**M3 wires**

Drawn at 6 px/µm.
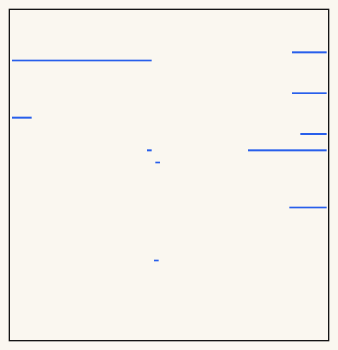
**Register map, names as in the netlist**

Drawn at 10 px/µm. Other sequential cells in the stronger grey, the rest of the logic in the fainter grey.
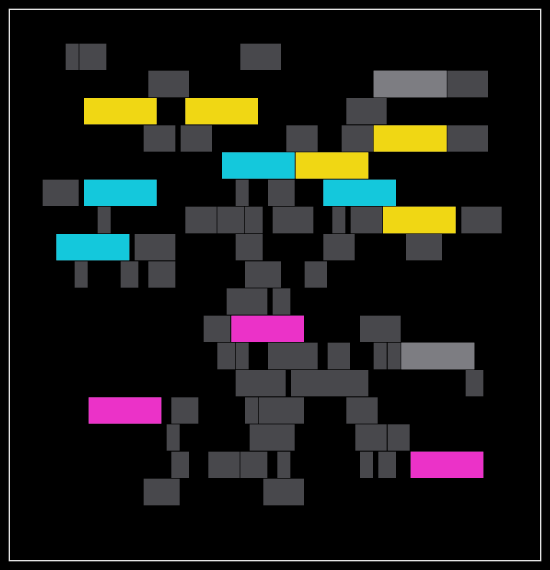
**Placed cells, one colour a class**

Drawn at 4 px/µm.
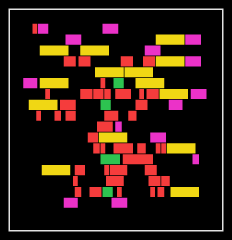
**Metal layers overlaid**

Drawn at 6 px/µm. Only two layers are drawn.
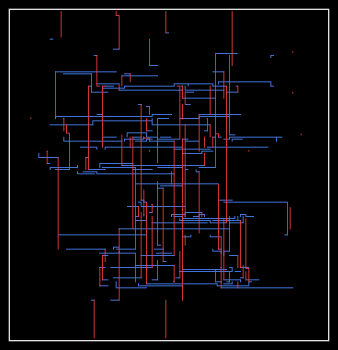
<file path="config.mk">
export PLATFORM = sky130hd
export DESIGN_NAME = serial_to_parallel_loader
export DESIGN_NICKNAME = d
export VERILOG_FILES = /design/src/rtl/serial_to_parallel_loader_pkg.sv /design/src/rtl/serial_to_parallel_loader_bit_counter.sv /design/src/rtl/serial_to_parallel_loader.sv
export SDC_FILE = /design/constraint.sdc
export NUM_CORES = 1
export LEC_CHECK = 0
export CORE_AREA = 3 3 50 52
export DETAILED_ROUTE_END_ITERATION = 10
export DIE_AREA = 0 0 53 55
export GPL_TIMING_DRIVEN = 0
export PLACE_DENSITY_LB_ADDON = 0.05
export SKIP_LAST_GASP = 1
export SLEW_MARGIN = 20
export SYNTH_ARGS = -nofsm -noshare
export SYNTH_HDL_FRONTEND = slang
export SYNTH_SLANG_ARGS = --single-unit
</file>
<file path="constraint.sdc">
create_clock -name clk -period 1.4 [get_ports clk]
set_input_delay 0.35 -clock clk [delete_from_list [all_inputs] [get_ports clk]]
set_output_delay 0.35 -clock clk [all_outputs]
set_load 0.05 [all_outputs]
</file>
<file path="src/rtl/serial_to_parallel_loader_pkg.sv">
// -----------------------------------------------------------------------------
// serial_to_parallel_loader_pkg
// Shared definitions for the serial-to-parallel loader and the N-bit parallel
// register it feeds.
//   state_t   : FSM state encoding (IDLE = 0, SHIFT = 1, PARITY = 2)
//   DEFAULT_N : default data word width, shared with the downstream register
// -----------------------------------------------------------------------------
package serial_to_parallel_loader_pkg;

    typedef enum logic [1:0] {
        ST_IDLE   = 2'd0,
        ST_SHIFT  = 2'd1,
        ST_PARITY = 2'd2
    } state_t;

    localparam int DEFAULT_N = 5;

endpackage : serial_to_parallel_loader_pkg

</file>
<file path="src/rtl/serial_to_parallel_loader_bit_counter.sv">
// -----------------------------------------------------------------------------
// serial_to_parallel_loader_bit_counter
// Mod-MODULUS up-counter with synchronous clear and count enable. The count
// wraps to 0 after MODULUS-1, so it never exceeds MODULUS-1.
// Ports:
//   i_clk  : clock
//   i_rst  : synchronous active-high reset (count -> 0)
//   i_clr  : synchronous clear (count -> 0)
//   i_en   : advance the count by one
//   o_tc   : terminal count, high while the count equals MODULUS-1
// -----------------------------------------------------------------------------
module serial_to_parallel_loader_bit_counter
    import serial_to_parallel_loader_pkg::*;
#(
    parameter int MODULUS = DEFAULT_N,
    parameter int WIDTH   = $clog2(MODULUS + 1)
)(
    input  logic i_clk,
    input  logic i_rst,
    input  logic i_clr,
    input  logic i_en,
    output logic o_tc
);

    localparam logic [WIDTH-1:0] LAST = WIDTH'(MODULUS - 1);

    logic [WIDTH-1:0] r_count;

    // Count register: reset/clear to zero, wrap to zero after the last value.
    always_ff @(posedge i_clk) begin
        if (i_rst) begin
            r_count <= {WIDTH{1'b0}};
        end else if (i_clr) begin
            r_count <= {WIDTH{1'b0}};
        end else if (i_en) begin
            if (r_count == LAST) begin
                r_count <= {WIDTH{1'b0}};
            end else begin
                r_count <= r_count + {{(WIDTH-1){1'b0}}, 1'b1};
            end
        end else begin
            r_count <= r_count;
        end
    end

    assign o_tc = (r_count == LAST);

endmodule : serial_to_parallel_loader_bit_counter

</file>
<file path="src/rtl/serial_to_parallel_loader.sv">
// -----------------------------------------------------------------------------
// serial_to_parallel_loader
// Collects n serial bits after a Start request and presents them as a parallel
// word on Q, pulsing Q_valid for one cycle per completed word so the
// downstream register can use it directly as its load enable.
//
// Optional build macro: PARITY_CHECK_EN
//   When defined, one extra valid bit (even parity) follows the n data bits.
//   A good parity bit updates Q and pulses Q_valid; a bad one leaves Q
//   unchanged and pulses Err instead. Without it, Err is tied to 0.
//
// Ports:
//   clk       : clock, all state changes on the rising edge
//   Reset     : synchronous active-high reset, aborts any word in progress
//   Start     : begin a new word (honoured only in IDLE)
//   Sin       : serial data bit
//   Sin_valid : Sin carries a valid bit this cycle
//   Q         : last completed word (n bits)
//   Q_valid   : one-cycle pulse, Q updated this cycle
//   Busy      : high while a word is being collected
//   Err       : one-cycle parity-error pulse
// -----------------------------------------------------------------------------
module serial_to_parallel_loader
    import serial_to_parallel_loader_pkg::*;
#(
    parameter int n         = DEFAULT_N,
    parameter bit MSB_FIRST = 1'b1
)(
    input  logic         clk,
    input  logic         Reset,
    input  logic         Start,
    input  logic         Sin,
    input  logic         Sin_valid,
    output logic [n-1:0] Q,
    output logic         Q_valid,
    output logic         Busy,
    output logic         Err
);

    localparam int CNT_W = $clog2(n + 1);

    state_t         r_state;
    logic [n-1:0]   r_shift;
    logic [n-1:0]   r_q;
    logic           r_q_valid;
    logic           r_busy;

    logic [n-1:0]   w_shift_next;
    logic           w_cnt_clr;
    logic           w_cnt_en;
    logic           w_tc;

`ifdef PARITY_CHECK_EN
    logic           r_err;

    // Even parity: data bits XOR parity bit must be zero.
    function automatic logic word_parity(input logic [n-1:0] d);
        return ^d;
    endfunction
`endif

    // Shift direction decides which end of Q the first received bit ends up in.
    generate
        if (MSB_FIRST) begin : g_msb_first
            assign w_shift_next = {r_shift[n-2:0], Sin};
        end else begin : g_lsb_first
            assign w_shift_next = {Sin, r_shift[n-1:1]};
        end
    endgenerate

    assign w_cnt_clr = (r_state == ST_IDLE) && Start;
    assign w_cnt_en  = (r_state == ST_SHIFT) && Sin_valid;

    serial_to_parallel_loader_bit_counter #(
        .MODULUS (n),
        .WIDTH   (CNT_W)
    ) u_bit_counter (
        .i_clk (clk),
        .i_rst (Reset),
        .i_clr (w_cnt_clr),
        .i_en  (w_cnt_en),
        .o_tc  (w_tc)
    );

    // Control FSM with shift register and registered outputs.
    always_ff @(posedge clk) begin
        if (Reset) begin
            r_state   <= ST_IDLE;
            r_shift   <= {n{1'b0}};
            r_q       <= {n{1'b0}};
            r_q_valid <= 1'b0;
            r_busy    <= 1'b0;
`ifdef PARITY_CHECK_EN
            r_err     <= 1'b0;
`endif
        end else begin
            // Pulses default low; only the completing edge raises them.
            r_q_valid <= 1'b0;
`ifdef PARITY_CHECK_EN
            r_err     <= 1'b0;
`endif
            case (r_state)
                ST_IDLE: begin
                    // Sin is deliberately not sampled on the Start cycle.
                    if (Start) begin
                        r_state <= ST_SHIFT;
                        r_busy  <= 1'b1;
                        r_shift <= {n{1'b0}};
                    end
                end
                ST_SHIFT: begin
                    if (Sin_valid) begin
                        r_shift <= w_shift_next;
                        // w_tc means this accepted bit is the nth one.
                        if (w_tc) begin
`ifdef PARITY_CHECK_EN
                            r_state   <= ST_PARITY;
`else
                            r_q       <= w_shift_next;
                            r_q_valid <= 1'b1;
                            r_busy    <= 1'b0;
                            r_state   <= ST_IDLE;
`endif
                        end
                    end
                end
`ifdef PARITY_CHECK_EN
                ST_PARITY: begin
                    if (Sin_valid) begin
                        if ((word_parity(r_shift) ^ Sin) == 1'b0) begin
                            r_q       <= r_shift;
                            r_q_valid <= 1'b1;
                        end else begin
                            r_err     <= 1'b1;
                        end
                        r_busy  <= 1'b0;
                        r_state <= ST_IDLE;
                    end
                end
`endif
                default: begin
                    r_state <= ST_IDLE;
                    r_busy  <= 1'b0;
                end
            endcase
        end
    end

    assign Q       = r_q;
    assign Q_valid = r_q_valid;
    assign Busy    = r_busy;
`ifdef PARITY_CHECK_EN
    assign Err     = r_err;
`else
    assign Err     = 1'b0;
`endif

endmodule : serial_to_parallel_loader

</file>
==> ci_impl_report.md <==
## PnR job results

| Metric | Value |
|---|---|
| Status | finished, final reports clean |
| Chip area | 2920 µm² |
| RePlAce Congestion | 0.685 |
| Skew final | 0.00826 ns |
| Final net count | 82 |
| Placed cell count | 98 |
| Sw Pwr | 0.194 mW |
| Top Layer Used | met4 |
| Clk pwr | 0.297 mW |
| Placed Area | 761 µm² |
| First-pass GRT wire length | 1950 µm |
| Synth Seq Share | 0.448 |
| Largest area contributor in the netlist | dfxtp_1 |
| Ys flops | 14 |
| Logic share of the area | 0.379 |
| Most frequent logic cell in the layout | dfxtp_1 |
| And-or/or-and share of the synthesized area | 0.140 |
| CP max stage delay | 0.37 ns |
| Total CTS buffers | 3 |
| Worst slack at placement | -0.128 ns |
| Largest register FFs | 5 |
| Worst hold path class | input pin to flip-flop |
| Crit-path cells | clkdlybuf4s15_2 |
| Crit end category | primary output |
| Max Clock Freq | 748 MHz |
| Period utilization | 0.955 |
| GR peak layer | met2 |
| Syn_area_per_cell | 10.4 µm² |
| YS chip area | 626 µm² |
| Post-CTS Setup Inserts | 0 |
| Worst path required time | 1.05 ns |
| Top cells, area | dfxtp_1 45%, a22o_1 7.0%, mux2_2 5.4%, nor2_1 4.8%, nor3b_1 4.8% |
| Buffers excl. clock | 14 |
| Layout cells sized above 1 | 0.284 |
| H-tree Lvls | 1 |
| Startpoint types | flip-flop |
| Area grow syn2layout | 27.8% |
| CP startpoint | Q[2]$_SDFFE_PP0P_ |
| VDD IR max | 0.383 mV |
| Met2 Wirelength | 526 µm |
| Final hold vios | 0 |
| Remaining DRCs | 0 |
| Cell area after synthesis | 626 µm² |
| Biggest Area Class | logic gates |
| Wire length on met1 | 597 µm |
| IO Count | 13 |
| Synth async-reset ratio | 0 |
| Syn_nets | 67 |
| Largest net degree at the start of global routing | 11 |
| Cts hold-fix bufs | 0 |
| Post-DP HPWL | 869 µm |
| Internal Pwr Total | 0.594 mW |
| Reg2reg start | u_bit_counter.r_count[0]$_SDFFE_PP0P_ |
| Post_cts resized | 21 |
| Fill cells | 227 |
| Clk network pwr share | 0.377 |
| DR pass1 iterations | 4 |
| Most frequent logic cells in the routed design | 14 x dfxtp_1, 8 x nor2_1, 6 x clkdlybuf4s15_2 |
| Top area contributor share | 0.448 |
| Fin cells | 102 |
| Final setup violation count | 0 |
| RSZ-0062 raised after global routing | false |
-- 'M3 wires' (at the start) --
longest straight run: 23.0 µm
main direction: horizontal
met3 Resource Use GR: 0.0268
Post-Route WL: 1220 µm

-- 'register map, names as in the netlist' (at the start) --
[yellow] Q | placed flops: 5
[cyan] r_shift | placed flops: 4
[magenta] u_bit_counter.r_count | placed flops: 3
Flop area: 280 µm²
Seq area share: 0.351
Power Sequential: 0.407 mW
post-layout util: 0.372

-- 'placed cells, one colour a class' (at the start) --
[red] all other logic | cells: 42
[green] clock drivers and dummy loads | cells: 4
[magenta] other buffers and delay cells | cells: 14
[yellow] flip-flops | cells: 14
Design Area, Final: 800 µm²
Core Region: 2150 µm²
Cell Rows: 17

-- 'metal layers overlaid' (at the start) --
[red] met2 | wire length: 526 µm
[blue] met1 | wire length: 597 µm
Wirelength per Cell: 11.9 µm
Overall Global Routing Usage: 0.0978
via count: 462

Power and IR drop assume default switching activity.
